## src/rtl/pio_ram_responder_if.sv

```systemverilog
// Serial RAM link pins between the core (master) and the memory-side responder (slave).
interface pio_ram_responder_if #(parameter int IO_BITS = 2);
  logic [IO_BITS-1:0] rx_pins;
  logic [IO_BITS-1:0] tx_pins;

  modport master (output rx_pins, input tx_pins);
  modport slave  (input rx_pins, output tx_pins);
endinterface

```

## src/rtl/pio_ram_responder.sv

```systemverilog
// Memory-side end of the 2-pin serial RAM link: decodes read/write frames, serves them
// from an internal synchronous RAM and returns read data as response frames.
module pio_ram_responder #(
  parameter int IO_BITS       = 2,
  parameter int ADDR_BITS     = 16,
  parameter int DATA_BITS     = 16,
  parameter int MEM_ADDR_BITS = 8,
  parameter int RESP_LATENCY  = 4
) (
  input  logic                     clk,
  input  logic                     reset,
  pio_ram_responder_if.slave       link,
  input  logic                     init_we,
  input  logic [MEM_ADDR_BITS-1:0] init_addr,
  input  logic [DATA_BITS-1:0]     init_data,
  output logic                     overrun,
  output logic                     busy
);
  localparam int A  = ADDR_BITS / IO_BITS;
  localparam int D  = DATA_BITS / IO_BITS;
  localparam int CW = $clog2((A > D) ? A : D) + 1;
  localparam int LW = (RESP_LATENCY > 2) ? $clog2(RESP_LATENCY) : 1;
  localparam logic [IO_BITS-1:0] START_RD = IO_BITS'(1);
  localparam logic [IO_BITS-1:0] START_WR = '1;

  typedef enum logic [1:0] {IDLE, ADDR, WDATA} rx_state_t;

  rx_state_t              state;
  logic                   is_wr, armed;
  logic [CW-1:0]          rx_cnt;
  logic [ADDR_BITS-1:0]   addr_sr, addr_next;
  logic                   rd_issue, rd_vld;
  logic [MEM_ADDR_BITS-1:0] rd_addr, wr_addr;
  logic                   wr_commit;
  logic [DATA_BITS-1:0]   wr_data, ram_q;

  assign addr_next = {link.rx_pins, addr_sr[ADDR_BITS-1:IO_BITS]};

  // armed only rises on an all-zero idle, so a frame cut by reset cannot restart mid-stream
  always_ff @(posedge clk) begin
    if (reset) begin
      state     <= IDLE;
      is_wr     <= 1'b0;
      armed     <= 1'b0;
      rx_cnt    <= '0;
      addr_sr   <= '0;
      rd_issue  <= 1'b0;
      rd_addr   <= '0;
      wr_commit <= 1'b0;
      wr_addr   <= '0;
      wr_data   <= '0;
    end else begin
      rd_issue  <= 1'b0;
      wr_commit <= 1'b0;
      case (state)
        IDLE: begin
          if (link.rx_pins == '0) armed <= 1'b1;
          else if (armed && (link.rx_pins == START_RD || link.rx_pins == START_WR)) begin
            state  <= ADDR;
            is_wr  <= (link.rx_pins == START_WR);
            rx_cnt <= '0;
          end
        end
        ADDR: begin
          addr_sr <= addr_next;
          rx_cnt  <= rx_cnt + CW'(1);
          if (rx_cnt == CW'(A - 1)) begin
            rx_cnt <= '0;
            if (is_wr) state <= WDATA;
            else begin
              state    <= IDLE;
              rd_issue <= 1'b1;
              rd_addr  <= addr_next[MEM_ADDR_BITS-1:0];
            end
          end
        end
        WDATA: begin
          wr_data <= {link.rx_pins, wr_data[DATA_BITS-1:IO_BITS]};
          rx_cnt  <= rx_cnt + CW'(1);
          if (rx_cnt == CW'(D - 1)) begin
            state     <= IDLE;
            wr_commit <= 1'b1;
            wr_addr   <= addr_sr[MEM_ADDR_BITS-1:0];
          end
        end
        default: state <= IDLE;
      endcase
    end
  end

  logic [DATA_BITS-1:0]     mem [2**MEM_ADDR_BITS];
  logic                     mem_we;
  logic [MEM_ADDR_BITS-1:0] mem_waddr;
  logic [DATA_BITS-1:0]     mem_wdata;

  always_comb begin
    mem_we    = init_we | wr_commit;
    mem_waddr = init_we ? init_addr : wr_addr;
    mem_wdata = init_we ? init_data : wr_data;
  end

  // Write-first: a same-cycle write to the read address forwards the new word.
  always_ff @(posedge clk) begin
    if (mem_we) mem[mem_waddr] <= mem_wdata;
    ram_q <= (mem_we && mem_waddr == rd_addr) ? mem_wdata : mem[rd_addr];
  end

  logic                 pend_vld, act_vld;
  logic [DATA_BITS-1:0] pend_data, act_data, eff_data;
  logic [LW-1:0]        pend_cnt, eff_cnt;
  logic [CW-1:0]        tx_cnt;
  logic                 eff_vld, tx_free, load;

  // Fresh RAM data is viewed as already pending so a minimal latency can launch it directly.
  always_comb begin
    eff_vld  = pend_vld | rd_vld;
    eff_data = pend_vld ? pend_data : ram_q;
    eff_cnt  = pend_vld ? pend_cnt : LW'(RESP_LATENCY - 3);
    tx_free  = !act_vld || tx_cnt == '0;
    load     = eff_vld && eff_cnt == '0 && tx_free;
  end

  always_ff @(posedge clk) begin
    if (reset) begin
      rd_vld       <= 1'b0;
      pend_vld     <= 1'b0;
      pend_data    <= '0;
      pend_cnt     <= '0;
      act_vld      <= 1'b0;
      act_data     <= '0;
      tx_cnt       <= '0;
      link.tx_pins <= '0;
      overrun      <= 1'b0;
    end else begin
      rd_vld <= rd_issue;
      if (rd_vld && pend_vld) overrun <= 1'b1;

      if (load) pend_vld <= 1'b0;
      else if (eff_vld) begin
        pend_vld  <= 1'b1;
        pend_data <= eff_data;
        pend_cnt  <= (eff_cnt == '0) ? eff_cnt : eff_cnt - LW'(1);
      end

      if (load) begin
        act_vld      <= 1'b1;
        act_data     <= eff_data;
        tx_cnt       <= CW'(D);
        link.tx_pins <= START_RD;
      end else if (act_vld && tx_cnt != '0) begin
        link.tx_pins <= act_data[IO_BITS-1:0];
        act_data     <= act_data >> IO_BITS;
        tx_cnt       <= tx_cnt - CW'(1);
      end else begin
        act_vld      <= 1'b0;
        link.tx_pins <= '0;
      end
    end
  end

  assign busy = (state != IDLE) | rd_issue | rd_vld | pend_vld | act_vld;
endmodule

```

## src/flat_wrapper.sv

```systemverilog
// flat-port wrapper written by rule: the top's interface ports become plain ports
module pio_ram_responder_flat 
#(
  parameter int IO_BITS       = 2,
  parameter int ADDR_BITS     = 16,
  parameter int DATA_BITS     = 16,
  parameter int MEM_ADDR_BITS = 8,
  parameter int RESP_LATENCY  = 4
)
  (clk, reset, init_we, init_addr, init_data, overrun, busy, link_rx_pins, link_tx_pins);
  pio_ram_responder_if #(.IO_BITS(IO_BITS)) link_i ();
  input  logic clk;
  input  logic reset;
  input  logic init_we;
  input  logic [MEM_ADDR_BITS-1:0] init_addr;
  input  logic [DATA_BITS-1:0] init_data;
  output logic overrun;
  output logic busy;
  input wire logic [$bits(link_i.rx_pins)-1:0] link_rx_pins;
  output wire logic [$bits(link_i.tx_pins)-1:0] link_tx_pins;
  assign link_i.rx_pins = link_rx_pins;
  assign link_tx_pins = link_i.tx_pins;
  pio_ram_responder #(.IO_BITS(IO_BITS), .ADDR_BITS(ADDR_BITS), .DATA_BITS(DATA_BITS), .MEM_ADDR_BITS(MEM_ADDR_BITS), .RESP_LATENCY(RESP_LATENCY)) u_core (.clk(clk), .reset(reset), .link(link_i), .init_we(init_we), .init_addr(init_addr), .init_data(init_data), .overrun(overrun), .busy(busy));
endmodule
```

## config.mk

```make
export PLATFORM = sky130hd
export DESIGN_NAME = pio_ram_responder_flat
export DESIGN_NICKNAME = d
export VERILOG_FILES = /design/src/rtl/pio_ram_responder_if.sv /design/src/rtl/pio_ram_responder.sv /design/src/flat_wrapper.sv
export SDC_FILE = /design/constraint.sdc
export NUM_CORES = 2
export LEC_CHECK = 0
export CORE_AREA = 2 2 524 786
export CTS_BUF_LIST = sky130_fd_sc_hd__clkbuf_8 sky130_fd_sc_hd__clkbuf_16
export DETAILED_ROUTE_END_ITERATION = 7
export DIE_AREA = 0 0 526 788
export HOLD_SLACK_MARGIN = 0.05
export SLEW_MARGIN = 20
export SYNTH_ARGS = -nofsm -noshare
export SYNTH_HDL_FRONTEND = slang
export SYNTH_SLANG_ARGS = --single-unit
```

## constraint.sdc

```tcl
create_clock -name clk -period 6.2 [get_ports clk]
set_clock_uncertainty 0.05 [all_clocks]
set_input_delay 1.24 -clock clk [delete_from_list [all_inputs] [get_ports clk]]
set_output_delay 1.24 -clock clk [all_outputs]
set_load 0.02 [all_outputs]
```

### Signal wires on met2

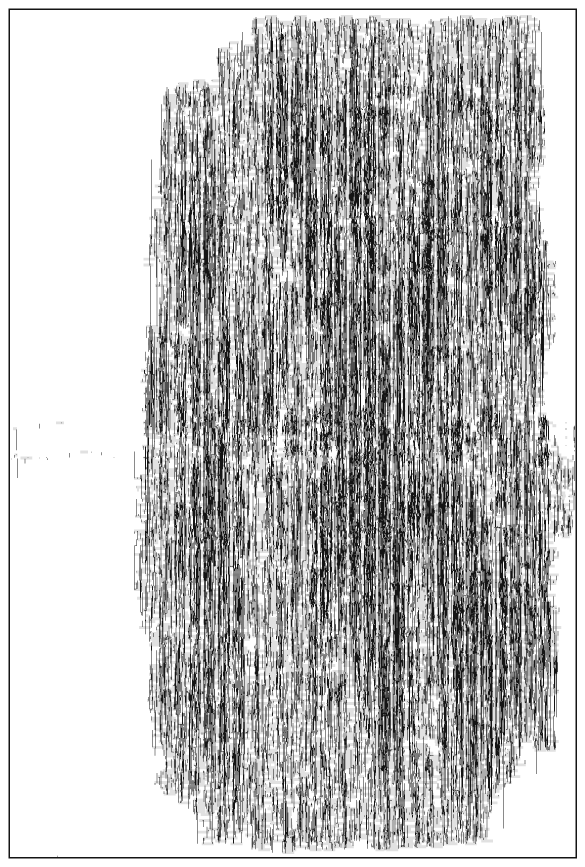
The layer holds 50% of the routed length. The wires run mostly vertical. 7336 nets have wire on it. The longest straight run is 235 um. The layer carries 230 mm of wire.
routed vias: 80.5k
met2 Usage GRT: 0.369
DRT Wirelength: 458000 um

### Signal wires on met3

Scale bar: 200 um.
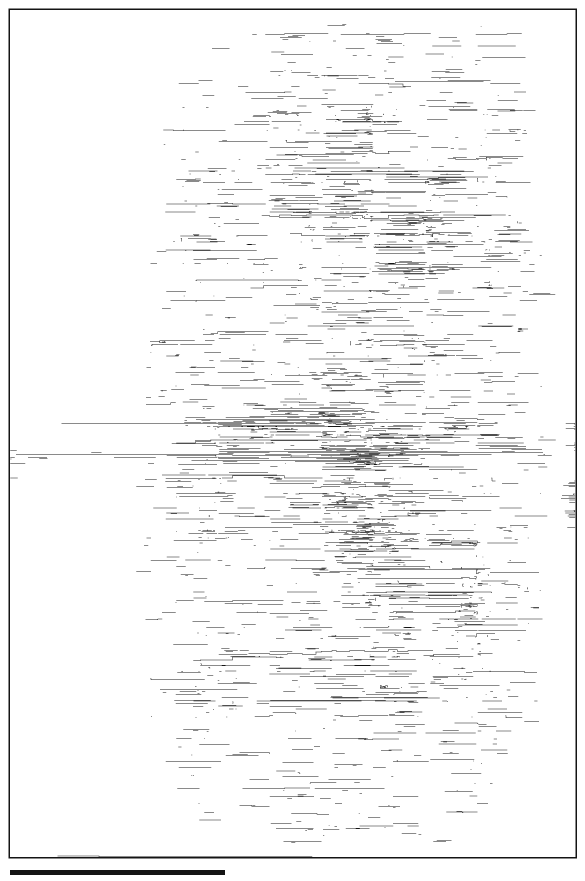
The longest straight run is 237 um. 969 nets have wire on it. The layer carries 32.4 mm of wire.
met3 Usage GRT: 0.0336

==> impl_metrics.ini <==
; generated from flow reports
[outcome]
status = finished, final reports clean

[clock_tree]
post-cts-setup-buffer-count = 0
cts_tree = done
htreeDepth = 5
cts.path.max_buffers = 4
clock_latency_ns = 0.96
cts_hold_buf = 0
root_buffer = clkbuf_16
clock-sinks = 4206
cts.repair.resized = 0

[layout]
lay_top_cells = edfxtp_1, mux4_2, nor2_1
finalCoreUtilization = 0.451
comb_area_um2 = 34800
lay_top_count = edfxtp_1
instances_no_fill = 13800
nets = 8177
area_growth_pct = 13.1
nFillCells = 34100
final_cell_area_um2 = 184000
drive_gt1_frac = 0.243

[floorplan]
io_pins = 33
initCoreUtil = 0.399
chipArea_um2 = 414000
row_count = 287

[routing]
avgRoutedWirePerCell_um = 33.1
met1_length_um = 166000
final_antenna_net_count = 0
route.met3.wl_um = 32400
firstDrtPassIters = 8
met2WireLength_um = 230000
drc = 0

[placement]
hpwl_um = 291000
portBuffers = 32
dp_slack_ns = 1.43
placed_cells = 13100

[power]
p_int_mw = 44.1
power_density_nw_per_um2 = 301
seq_power_mw = 31.2
power.group.top = sequential cells
switching_share = 0.202
powerComb_uw = 836
combinationalPowerShare = 0.015
pg_clk_mw = 23.3
power_switching_mw = 11.1
p_seq_frac = 0.564

[synth]
synth-main-ff-cell = edfxtp_1
yosys.area.top_type = edfxtp_1
ys_warn_count = 0
top_area_frac = 0.758
fp_nets = 7727
synth_cell_types = 56
ys_async_sr_fraction = 0
synth-edff-count = 4096
ys_area_um2 = 162000

[sta]
worst_hold_slack_ns = 0.293
tns_ns = 0
max_freq_mhz = 218
finalSetupViolations = 0
fin_crit_sh = 0.741
hold_viol = 0
layout_setup_ws_ns = 1.60
grt_setup_unrepaired = false

[worst_hold_path]
holdPathStages = 0
holdCritPathClass = reg2reg

[worst_setup_path]
criticalPathCategory = reg2reg
worst_setup_path_end_kind = flip-flop
cp_max_fo = 45
cp.required_ns = 7.00
setup.worst_path.start_class = flip-flop

[flow_run]
max-cap-violations = 0
warning_count = 63

[global_route]
overflow = 0
track_usage = 0.217
grt_max_degree = 136
sequential cells by signal, summed over array words and instances, names as in the netlist, named ones only:
signal	flops
u_core.wr_data	16
u_core.rd_vld	1
u_core.armed	1
u_core.rd_issue	1
u_core.pend_data	16
u_core.wr_commit	1
u_core.is_wr	1
u_core.act_data	16
u_core.wr_addr	8
u_core.mem	4096
u_core.state	2
u_core.overrun	1
u_core.rx_cnt	4
u_core.act_vld	1
u_core.rd_addr	8
u_core.addr_sr	16
u_core.pend_cnt	2
u_core.link.tx_pins	2
u_core.tx_cnt	4
u_core.pend_vld	1
routing by layer:
metal,track usage,vias to the layer above
li1,-,33000
met2,0.369,3735
met5,0,-
met4,0.121,6
met1,0.263,43000
met3,0.0336,813
logic make-up after synthesis:
family	after synthesis	synth area share
multiplexers	1386	0.155
flip-flops	4206	0.771
adder cells (fa/ha/maj)	6	0.000463
AND/OR/NAND/NOR	910	0.0248
buffers and inverters	466	0.0169
AND-OR/OR-AND	718	0.0317
worst max-delay path: stages, from the launching register on:
cell	delay [ns]
dfxtp_4	0.53
buf_4	0.50
buf_4	0.64
mux4_2	0.39
mux2_2	0.18
o22ai_1	0.09
nor3_1	1.02
nand3_1	0.45
o211a_1	0.34
a211oi_1	0.23
cell type report:
type	count	share of cell area
Timing Repair Buffer	511	0.0248
Multi-Input combinational cell	3020	0.190
Inverter	20	0.000423
Tap cell	5346	0.0364
Antenna cell	27	0.000368
Sequential cell	4206	0.682
Clock inverter	293	0.0128
Clock buffer	394	0.0532
final timing paths:
path / slack (ns) / end / start
max: 1.60 / u_core.pend_data[9] / flip-flop
min: 0.29 / flip-flop / u_core.rd_addr[0]
max reg2reg: 1.60 / u_core.pend_data[9] / flip-flop
min reg2reg: 0.29 / flip-flop / u_core.rd_addr[0]
